**config.mk**
```make
export PLATFORM = sky130hd
export DESIGN_NAME = mc_control
export DESIGN_NICKNAME = d
export VERILOG_FILES = /design/src/rtl/mc_control.sv
export SDC_FILE = /design/constraint.sdc
export NUM_CORES = 1
export LEC_CHECK = 0
export ABC_AREA = 1
export CORE_AREA = 2 2 39 41
export DETAILED_ROUTE_END_ITERATION = 12
export DIE_AREA = 0 0 41 43
export GPL_ROUTABILITY_DRIVEN = 1
export PLACE_DENSITY = 0.86
export SLEW_MARGIN = 40
export SYNTH_ARGS = -nofsm -noshare
export SYNTH_HDL_FRONTEND = slang
export SYNTH_SLANG_ARGS = --single-unit
```
**constraint.sdc**
```tcl
create_clock -name clk -period 1.75 [get_ports clk]
set_input_delay 0.175 -clock clk [delete_from_list [all_inputs] [get_ports clk]]
set_output_delay 0.175 -clock clk [all_outputs]
set_load 0.05 [all_outputs]
```
**src/rtl/mc_control.sv**
```systemverilog
// Multicycle MIPS main control FSM: sequences fetch/decode/execute/memory/write-back.
// Define MC_CONTROL_ADDI_EN to add the addi path (ADDI_EX, ADDI_WB).
module mc_control (
    input  logic       clk,
    input  logic       rst_n,
    input  logic [5:0] Opcode,
    input  logic       MemReady,
    output logic       PCWrite,
    output logic       PCWriteCond,
    output logic       IorD,
    output logic       MemRead,
    output logic       MemWrite,
    output logic       MemtoReg,
    output logic       IRWrite,
    output logic       RegWrite,
    output logic       RegDst,
    output logic       AluSrcA,
    output logic [1:0] PCSource,
    output logic [1:0] AluSrcB,
    output logic [1:0] AluOp,
    output logic       Illegal,
    output logic [3:0] State
);

    typedef enum logic [3:0] {
        FETCH   = 4'd0,
        DECODE  = 4'd1,
        MEMADR  = 4'd2,
        MEMRD   = 4'd3,
        MEMWB   = 4'd4,
        MEMWR   = 4'd5,
        EXEC    = 4'd6,
        RWB     = 4'd7,
        BRANCH  = 4'd8,
        JUMP    = 4'd9,
`ifdef MC_CONTROL_ADDI_EN
        ADDI_EX = 4'd10,
        ADDI_WB = 4'd11,
`endif
        TRAP    = 4'd12
    } state_t;

    localparam logic [5:0] OP_LW   = 6'b100011;
    localparam logic [5:0] OP_SW   = 6'b101011;
    localparam logic [5:0] OP_RTYP = 6'b000000;
    localparam logic [5:0] OP_BEQ  = 6'b000100;
    localparam logic [5:0] OP_J    = 6'b000010;
    localparam logic [5:0] OP_ADDI = 6'b001000;

    state_t state, state_next;

    logic       pc_write, pc_write_cond, i_or_d, mem_read, mem_write, mem_to_reg;
    logic       ir_write, reg_write, reg_dst, alu_src_a, illegal;
    logic [1:0] pc_source, alu_src_b, alu_op;

    always_ff @(posedge clk or negedge rst_n) begin
        if (!rst_n) state <= FETCH;
        else        state <= state_next;
    end

    always_comb begin
        state_next    = FETCH;
        pc_write      = 1'b0;
        pc_write_cond = 1'b0;
        i_or_d        = 1'b0;
        mem_read      = 1'b0;
        mem_write     = 1'b0;
        mem_to_reg    = 1'b0;
        ir_write      = 1'b0;
        reg_write     = 1'b0;
        reg_dst       = 1'b0;
        alu_src_a     = 1'b0;
        illegal       = 1'b0;
        pc_source     = 2'b00;
        alu_src_b     = 2'b00;
        alu_op        = 2'b00;
        case (state)
            FETCH: begin
                mem_read   = 1'b1;
                alu_src_b  = 2'b01;
                ir_write   = MemReady;
                pc_write   = MemReady;
                state_next = MemReady ? DECODE : FETCH;
            end
            DECODE: begin
                alu_src_b = 2'b11;
                case (Opcode)
                    OP_LW, OP_SW: state_next = MEMADR;
                    OP_RTYP:      state_next = EXEC;
                    OP_BEQ:       state_next = BRANCH;
                    OP_J:         state_next = JUMP;
`ifdef MC_CONTROL_ADDI_EN
                    OP_ADDI:      state_next = ADDI_EX;
`endif
                    default:      state_next = TRAP;
                endcase
            end
            MEMADR: begin
                alu_src_a  = 1'b1;
                alu_src_b  = 2'b10;
                state_next = (Opcode == OP_SW) ? MEMWR : MEMRD;
            end
            MEMRD: begin
                mem_read   = 1'b1;
                i_or_d     = 1'b1;
                state_next = MemReady ? MEMWB : MEMRD;
            end
            MEMWB: begin
                reg_write  = 1'b1;
                mem_to_reg = 1'b1;
            end
            MEMWR: begin
                mem_write  = 1'b1;
                i_or_d     = 1'b1;
                state_next = MemReady ? FETCH : MEMWR;
            end
            EXEC: begin
                alu_src_a  = 1'b1;
                alu_op     = 2'b10;
                state_next = RWB;
            end
            RWB: begin
                reg_dst   = 1'b1;
                reg_write = 1'b1;
            end
            BRANCH: begin
                alu_src_a     = 1'b1;
                alu_op        = 2'b01;
                pc_write_cond = 1'b1;
                pc_source     = 2'b01;
            end
            JUMP: begin
                pc_write  = 1'b1;
                pc_source = 2'b10;
            end
`ifdef MC_CONTROL_ADDI_EN
            ADDI_EX: begin
                alu_src_a  = 1'b1;
                alu_src_b  = 2'b10;
                state_next = ADDI_WB;
            end
            ADDI_WB: begin
                reg_write = 1'b1;
            end
`endif
            // The PC already advanced in FETCH, so returning to FETCH skips the bad word.
            TRAP: begin
                illegal = 1'b1;
            end
            default: state_next = FETCH;
        endcase
    end

    // Gating with rst_n makes every control drop the instant reset asserts.
    assign PCWrite     = rst_n & pc_write;
    assign PCWriteCond = rst_n & pc_write_cond;
    assign IorD        = rst_n & i_or_d;
    assign MemRead     = rst_n & mem_read;
    assign MemWrite    = rst_n & mem_write;
    assign MemtoReg    = rst_n & mem_to_reg;
    assign IRWrite     = rst_n & ir_write;
    assign RegWrite    = rst_n & reg_write;
    assign RegDst      = rst_n & reg_dst;
    assign AluSrcA     = rst_n & alu_src_a;
    assign Illegal     = rst_n & illegal;
    assign PCSource    = {2{rst_n}} & pc_source;
    assign AluSrcB     = {2{rst_n}} & alu_src_b;
    assign AluOp       = {2{rst_n}} & alu_op;
    assign State       = state;

endmodule
```
==> results.txt, run 1 <==
Reports from this run.

- The clock arrives with 18.4 ps of skew.
- The final wirelength reads 1.58 mm.
- The worst setup path is of the reg -> out kind.
- Derived from the worst setup path, the maximum achievable clock frequency is 593 MHz.
- The switching power share of the total is 56.4%.
- The cell internal power dissipation is 0.000671 W.
- In this run the deepest clock path goes through 2 buffers.
- The amount of wire on met3 after detailed routing is 114 µm.
- The leakage power is 0.485 nW.
- The nature of the critical path endpoint reads a primary output.
- Per the detail_route report, DRC violations left total 0.
- The number of vias in the routed layout is 663.
- The net total in the final layout is 128.
- The total number of sequential cells is 4.
- For the worst setup path, the data required time is 1570 ps.
- The area share of the largest cell type after synthesis reads 20.7%.
- The path type of the worst min-delay path is in -> async.
- The signal on the critical path passes through nor2_2 -> nand3_1 -> a21oi_2 -> buf_12.
- The power in combinational cells is 0.00122 W.
- Leaving out fill and tap cells, the most frequent cells in the layout are 17 x sky130_fd_sc_hd__buf_12, 13 x sky130_fd_sc_hd__nand2_1, 13 x sky130_fd_sc_hd__nor2_1.
- The power group with the highest consumption reads combinational cells.
- The number of global-route vias before repair is 640.
- After synthesis, flip-flops and latches occupy 20.7% of the total area.
- The global-route wire length before repair reads 2.61 mm.
- The average wire length per cell after detail routing is 11.8 µm.
- The number of nets still failing antenna checks after routing is 0.
- The highest signal layer in the routed design is met3.
- After layout, the worst setup slack is 63.8 ps.
- After synthesis, the share of flip-flops with an asynchronous set or reset is 100%.
- Yosys reports that the most numerous cell types are 22 x sky130_fd_sc_hd__nor2_1, 14 x sky130_fd_sc_hd__nand2_1, 12 x sky130_fd_sc_hd__inv_1.
- In the final layout, flip-flops and latches take up 9.45% of the cell area.
- The final critical-path required period reads 1690 ps.
- The most common cell in the synthesized netlist reads sky130_fd_sc_hd__nor2_1.
- The maximum level of the CTS H-tree reads 1.
- The cell taking the most area after synthesis is sky130_fd_sc_hd__dfrtp_1.
- After Yosys synthesis, and, or, nand and nor cells account for 57.5% of the synthesized area.
- At the floorplan stage, the core utilization is reported as 34.9%.
- The clock sink count is 4.
- The aoi/oai-family share of the synthesized area is 8.55%.
- The flow reports that combinational logic draws 79.0% of the design power.
- The total design power reads 0.00154 W.
- The violation count after the first detailed-routing iteration reads 3.
- The main logic family after synthesis reads simple AND/OR/NAND/NOR gates.
- The die covers 1760 µm².
- The tally of filler cells in the layout is 91.
- The initial antenna violation count is 0.
- The flow measured a signed area growth from synthesis to layout of 125%.
- The number of enable flip-flop cells reads 0.
- The maximum number of pins on one net before global-route repair is 11.
- The final count of pins violating max slew is 0.
- The setup slack on the worst flop-to-flop path reads 570 ps.
- The flow reports power dissipated in the clock network as 0.000134 W.
- The vertical die dimension reads 43 µm.
- The flow ran to the end, and the final reports show no timing, DRC or antenna violations.
- Setup violations remaining at the end of the flow were counted as 0.
- In this design, the largest share of critical-path delay is due to flip-flops.
- The number of buffers added on ports is 29.
- The area fraction in full adders, half adders and majority gates reads 0%.
- When the netlist entered floorplanning its net count stood at 94.
- The met1 wire length reads 592 µm.
- The yosys synthesis warning count reads 0.
- Together, buffers and inverters on the worst path number 1.
- The post-placement worst setup slack is 255 ps.
- The fraction of the cycle the final worst path needs is 96.4%.
- The total CTS buffers reads 3.
- The count of cell types in the netlist reads 19.
- The number of standard cells in the layout, taps in and fillers out reads 134.
- The amount of wire on met2 after detailed routing reads 876 µm.
- The met3 global-route usage is 7.33%.
- The count of maximum capacitance violations is 0.
- Leaving out the clock tree, the finished layout contains an inverter count of 14.
- The clock transition at the registers of the reported paths is 50 ps.
- The insertion delay at the late pin of the worst-skew pair is 250 ps.
- The power per standard cell area is 1420 nW/µm².
- By area the synthesized netlist is led by sky130_fd_sc_hd__dfrtp_1 21%, sky130_fd_sc_hd__nor2_1 17%, sky130_fd_sc_hd__nand2_1 11%.
- The count of multi-input combinational gates is 65.
- The final design instance area without fill is 1090 µm².
- In this run the VDD rail shows a maximum IR drop of 1.02 mV.
- Averaged over all synthesized cells, the footprint is 5.68 µm².
- The final layout report lists a non-clock buffer count of 31.
- The clock tree from TritonCTS is yes.
- The most used routing layer in global routing is met2.
- According to the Yosys statistics, the synthesized design has a chip area of 483 µm².
- The biggest fanout along the worst timing path reads 6.
- The number of cells produced by synthesis is 85.
- The met1 usage in global routing reads 22.5%.
- The slew of the pin with the lowest slew margin is 266 ps.
- The non-clock buffer share of cell area reads 42.9%.
- The clock network is responsible for 8.7% of the overall power.
- The cell count after placement is 130.
- In the final report, the number of hold violations comes to 0.
- The number of placed I/O pins reads 30.
- The combined area of all synthesized cells reads 483 µm².
- The largest cell class by area reads non-clock buffers.
- The worst-case headroom to the max-slew limit reads 82.2%.
- The fraction of area in clock buffers and inverters is 2.42%.
- The area of all sequential standard cells is 103 µm².
- The yosys cell count is 85.
- Clock buffers in the final layout number 4.
- The startpoint kind of the worst setup timing path is a flop.
- The half-perimeter wire length after detailed placement reads 1.35 mm.
- Summing all multi-input logic gate instances after layout gives 419 µm².
## run 1: repair_timing
action                     in CTS  in global routing
hold endpoints to repair        0                  0
hold buffers                    0                  0
resized                         0                  6
setup endpoints to repair       0                  8
setup buffers                   0                  0
## run 1: path summary, 6_finish.rpt
kind	start	to	cells after the start
max in group asynchronous	rst_n	State[0]$_DFF_PN0_	2
max	State[1]$_DFF_PN0_	PCWrite	4
max reg2reg	State[1]$_DFF_PN0_	State[0]$_DFF_PN0_	6
min in group clk	State[3]$_DFF_PN0_	State[1]$_DFF_PN0_	3
min reg2reg	State[3]$_DFF_PN0_	State[1]$_DFF_PN0_	3
min	rst_n	State[1]$_DFF_PN0_	2
## run 1: cell families (layout without fill, tap and decap cells)
logic type	count (synthesis)	count (layout)
flops	4	4
compound gates	7	7
buf+inv	16	49
simple gates	58	58
Fig. 1: run 1, gate families picked out
(8 px per µm)
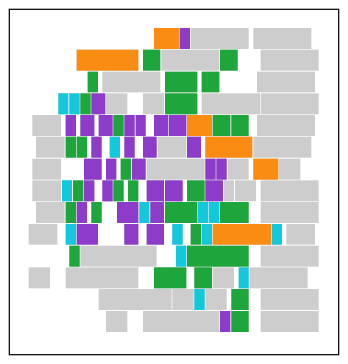
legend:
  inverters:
    colour: cyan
    cells: 14
    most_used: inv_1
  NOR gates:
    colour: green
    cells: 28
    most_used: nor2_1
  NAND gates:
    colour: purple
    cells: 30
    most_used: nand2_1
  inverting AOI/OAI gates:
    colour: orange
    cells: 6
    most_used: a21oi_2

Fig. 2: run 1, cell placement
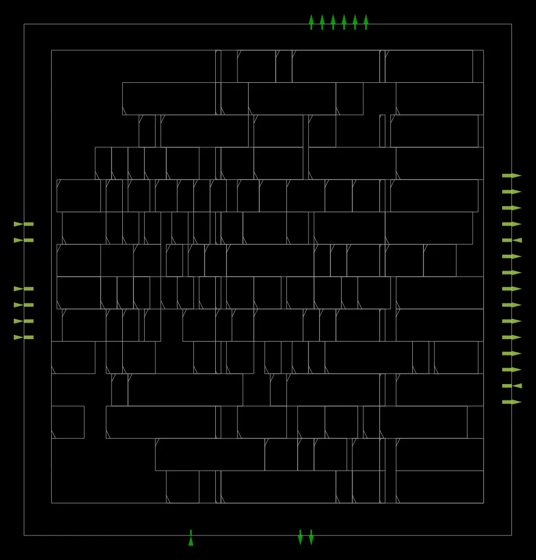
standard cell core area: 1380 µm²
utilization of the core after routing: 78.5%
number of tap cells inserted: 16
# rows: 14

Fig. 3: run 1, cells by drive strength
(8 px per µm)
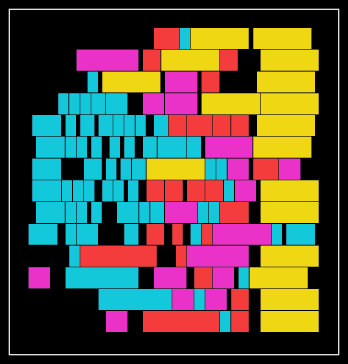
legend:
  drive 6 and up:
    colour: yellow
    cells: 17
    share: 14%
    most_used: buf_12
  drive 2:
    colour: red
    cells: 23
    share: 19%
    most_used: nor2_2
  drive 3 to 4:
    colour: magenta
    cells: 17
    share: 14%
    most_used: buf_4
  drive 1 or less:
    colour: cyan
    cells: 61
    share: 52%

## Run 2: what changed since run 1
--- a/config.mk
+++ b/config.mk
@@ -7,6 +7,8 @@
 export LEC_CHECK = 0
 export ABC_AREA = 1
 export CORE_AREA = 2 2 39 41
+export CTS_BUF_LIST = sky130_fd_sc_hd__clkbuf_4 sky130_fd_sc_hd__clkbuf_8
+export CTS_CLUSTER_DIAMETER = 80
 export DETAILED_ROUTE_END_ITERATION = 12
 export DIE_AREA = 0 0 41 43
 export GPL_ROUTABILITY_DRIVEN = 1
Fig. 4: run 2, cells by drive strength
(8 px per µm)
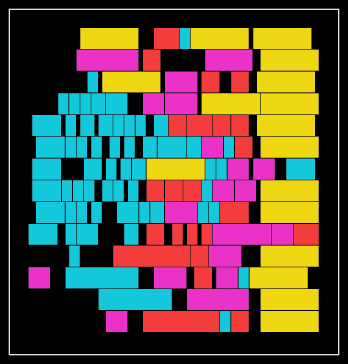
legend:
  drive 6 and up:
    colour: yellow
    cells: 17
    share: 14%
    most_used: buf_12
  drive 2:
    colour: red
    cells: 23
    share: 19%
    most_used: nor2_2
  drive 1 or less:
    colour: cyan
    cells: 59
    share: 50%
    most_used: nand2_1
  drive 3 to 4:
    colour: magenta
    cells: 19
    share: 16%
    most_used: buf_4

Fig. 5: run 2, gate families picked out
(8 px per µm)
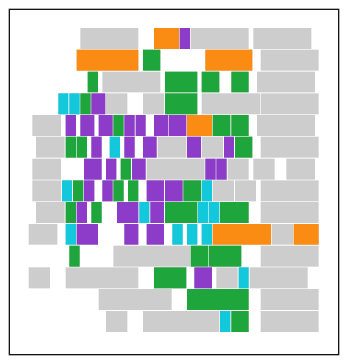
fraction of standard cell area in multi-input logic: 38.9%
commonest non-fill, non-tap cell in the layout: sky130_fd_sc_hd__buf_12
non-filler instance count after layout: 134

==> results.txt, run 2 <==
Reports from this run.

- The half-perimeter wire length after detailed placement is 1.35 mm.
- The count of maximum capacitance violations reads 0.
- Summed over all layers, the routed wires come to 1.77 mm.
- The remaining global-route overflow reads 0.
- Global routing used 38.8% of the available met2 tracks.
- The final count of pins violating max slew is 0.
- The critical path data required time reads 1570 ps.
- Looking at the reg2reg group, the worst path starts from State[2]$_DFF_PN0_.
- The most used routing layer in global routing reads met2.
- The share of total power in the clock network is 9.5%.
- STA on the placed design reports a worst setup slack of 255 ps.
- The setup slack of the critical path after layout is 63.3 ps.
- The slew check shows that the tightest pin keeps a relative margin of 81.8%.
- The net total in the final layout reads 128.
- The number of global-route vias before repair was 640.
- The mean post-synth cell area reads 5.68 µm².
- The net count after synthesis is 94.
- The first global-routing pass estimated 2.63 mm of wire.
- According to the floorplan report, the total die area is 1760 µm².
- Summing the sequential cell areas from Yosys gives 20.7% of the chip area.
- The number of warnings the tools reported is 28.
- The path type of the worst min-delay path is in -> async.
- The quantity of hold-fixing buffers added after cts is 0.
- The cell internal power dissipation is 0.000690 W.
- The maximum operating frequency reads 593 MHz.
- The most common cell in the synthesized netlist reads sky130_fd_sc_hd__nor2_1.
- The slew of the pin with the lowest slew margin is 272 ps.
- The run finished with clean final reports.
- Logic depth along the worst register-to-register path is recorded as 6.
- The setup clock skew after layout reads 18.8 ps.
- The biggest fanout along the worst timing path reads 6.
- On met1, the global router reports a usage of 23.2%.
- Per the finish-stage timing summary, setup violations number 0.
- The endpoint identified for the worst register-to-register timing path is State[2]$_DFF_PN0_.
- The number of vias in the routed layout reads 667.
- The yosys cell count reads 85.
- By startpoint and endpoint, the worst setup path is classified as reg -> out.
- Detailed routing placed a total of 108 µm of wire on met3.
- For this configuration, the core starts out at a cell density of 34.9%.
- The completed layout was analyzed and its total power is 0.00159 W.
- The area share of the largest cell type after synthesis is 20.7%.
- The number of nets still failing antenna checks after routing reads 0.
- The layout stage reports a final design area of 1100 µm².
- The count of buffers added on input and output ports is 29.
- The vertical die dimension is 43 µm.
- The final timing summary puts the cycle share of the worst path at 96.4%.
- The final design utilization is 79.3%.
- The number of enable flip-flop cells reads 0.
- The flip-flop count of the largest register, all copies and words added is 4.
- The library cells used most frequently in the layout, excluding fill and tap cells, are 17 x sky130_fd_sc_hd__buf_12, 13 x sky130_fd_sc_hd__nand2_1, 12 x sky130_fd_sc_hd__nor2_1.
- The worst IR drop on VDD reads 1.03 mV.
- The average wire length per cell after detail routing is 13.2 µm.
- The signal on the critical path passes through nor2_2 -> nand3_1 -> a21oi_2 -> buf_12.
- The initial antenna violation count was 0.
- For reference, the clock transition at the flip-flops on the worst setup and hold paths is 50 ps.
- The number of setup buffers added after CTS reads 0.
- The total negative slack is 0 ps.
- The mapped netlist covers 483 µm².
- For this run, asynchronously set or reset flops after synthesis account for 100%.
- The power in combinational cells reads 0.00124 W.
- TritonCTS reports the number of clock sinks as 4.
- The synthesis-to-layout area growth is 127%.
- The switching power share of the total is 56.5%.
- In the synthesized netlist, the cells that appear most often are 22 x sky130_fd_sc_hd__nor2_1, 14 x sky130_fd_sc_hd__nand2_1, 12 x sky130_fd_sc_hd__inv_1.
- The maximum number of pins on one net before global-route repair is 11.
- After synthesis, the cell types taking the most area are sky130_fd_sc_hd__dfrtp_1 21%, sky130_fd_sc_hd__nor2_1 17%, sky130_fd_sc_hd__nand2_1 11%.
- The setup slack on the worst flop-to-flop path reads 560 ps.
- The buffering stage count on the worst path with inverters included is 1.
- Endpoints failing hold in the final report were tallied at 0.
- The cell with the largest stage delay on the worst path is sky130_fd_sc_hd__dfrtp_2.
- The maximum level of the CTS H-tree reads 1.
- After layout, the minimum clock period comes to 1690 ps.
- The flow reports power dissipated in sequential cells as 0.000198 W.
- The met3 global-route usage reads 7.33%.
- The count of standard-cell rows reads 14.
- The total CTS buffers reads 3.
- The startpoint kind of the worst setup timing path reads a flop.
- In the synthesis report, Yosys lists the chip area as 483 µm².
- Of all power groups, the one with the highest power is combinational cells.
- The highest signal layer in the routed design reads met3.
- The kind of cell with the highest combined delay on the critical path reads flip-flops.
- At the later pin of the worst-skew pair, clock insertion delay measures 250 ps.
- The number of cells produced by synthesis reads 85.
- The nature of the critical path endpoint reads a primary output.
- The violation count after the first detailed-routing iteration reads 3.
- According to the I/O placement log, the pin count is 30.
- The residual DRC count is 0.
- The launch point of the critical path was reported as State[1]$_DFF_PN0_.
- The first-pass iteration count of the detailed router is 4.
- The leakage power reads 0.488 nW.
- The worst hold slack reads 239 ps.
- After synthesis, the netlist uses 19 different library cells.
- The share of power burned in combinational logic reads 78.1%.
- Setup repair after global routing could not meet its margin everywhere.
- The number of buffers between clock root and the deepest sink is 2.
- Data on the critical path arrives at its endpoint at 1510 ps.
- The yosys synthesis warning count reads 0.
- The clock tree from TritonCTS reads yes.
- The detailed placer reported the number of placed instances as 130.
- The post-route report lists met1 wire length as 691 µm.
- The clock network power is 0.000150 W.
- In this run, post-CTS repair resized a total of 0 instances.
- The power per standard cell area reads 1450 nW/µm².
- Per the detail_route log, met2 wirelength is 972 µm.
- The cell taking the most area after synthesis is sky130_fd_sc_hd__dfrtp_1.
- The placeable core region reads 1380 µm².
-- run 2: how the worst max path moves through the flow --
stage	slack, ps	to	cells after the start
after detailed placement	260	AluSrcB[1]	5
final	60	PCWrite	4
after CTS	20	AluSrcA	4
after global placement	290	AluSrcA	5
after floorplan	-260	Illegal	3
after global routing	-3	PCWrite	4
-- run 2: area by class of cell --
cell class / count / area, µm²
timing repair buffer: 31 / 465
multi-input combinational: 65 / 427
fill: 90 / 287
sequential: 4 / 103
inverter: 14 / 52.6
clock buffer: 4 / 30.0
tap: 16 / 20.0
-- run 2: cells by family (layout without fill, tap and decap cells) --
logic type | after synthesis | in the layout | synth area share, %
DFF | 4 | 4 | 20.7
AOI/OAI and AO/OA | 7 | 7 | 8.55
buffers and inverters | 16 | 49 | 13.2
and+or+nand+nor | 58 | 58 | 57.5
Power figures rest on the tool's default switching activity, not on a simulated workload.
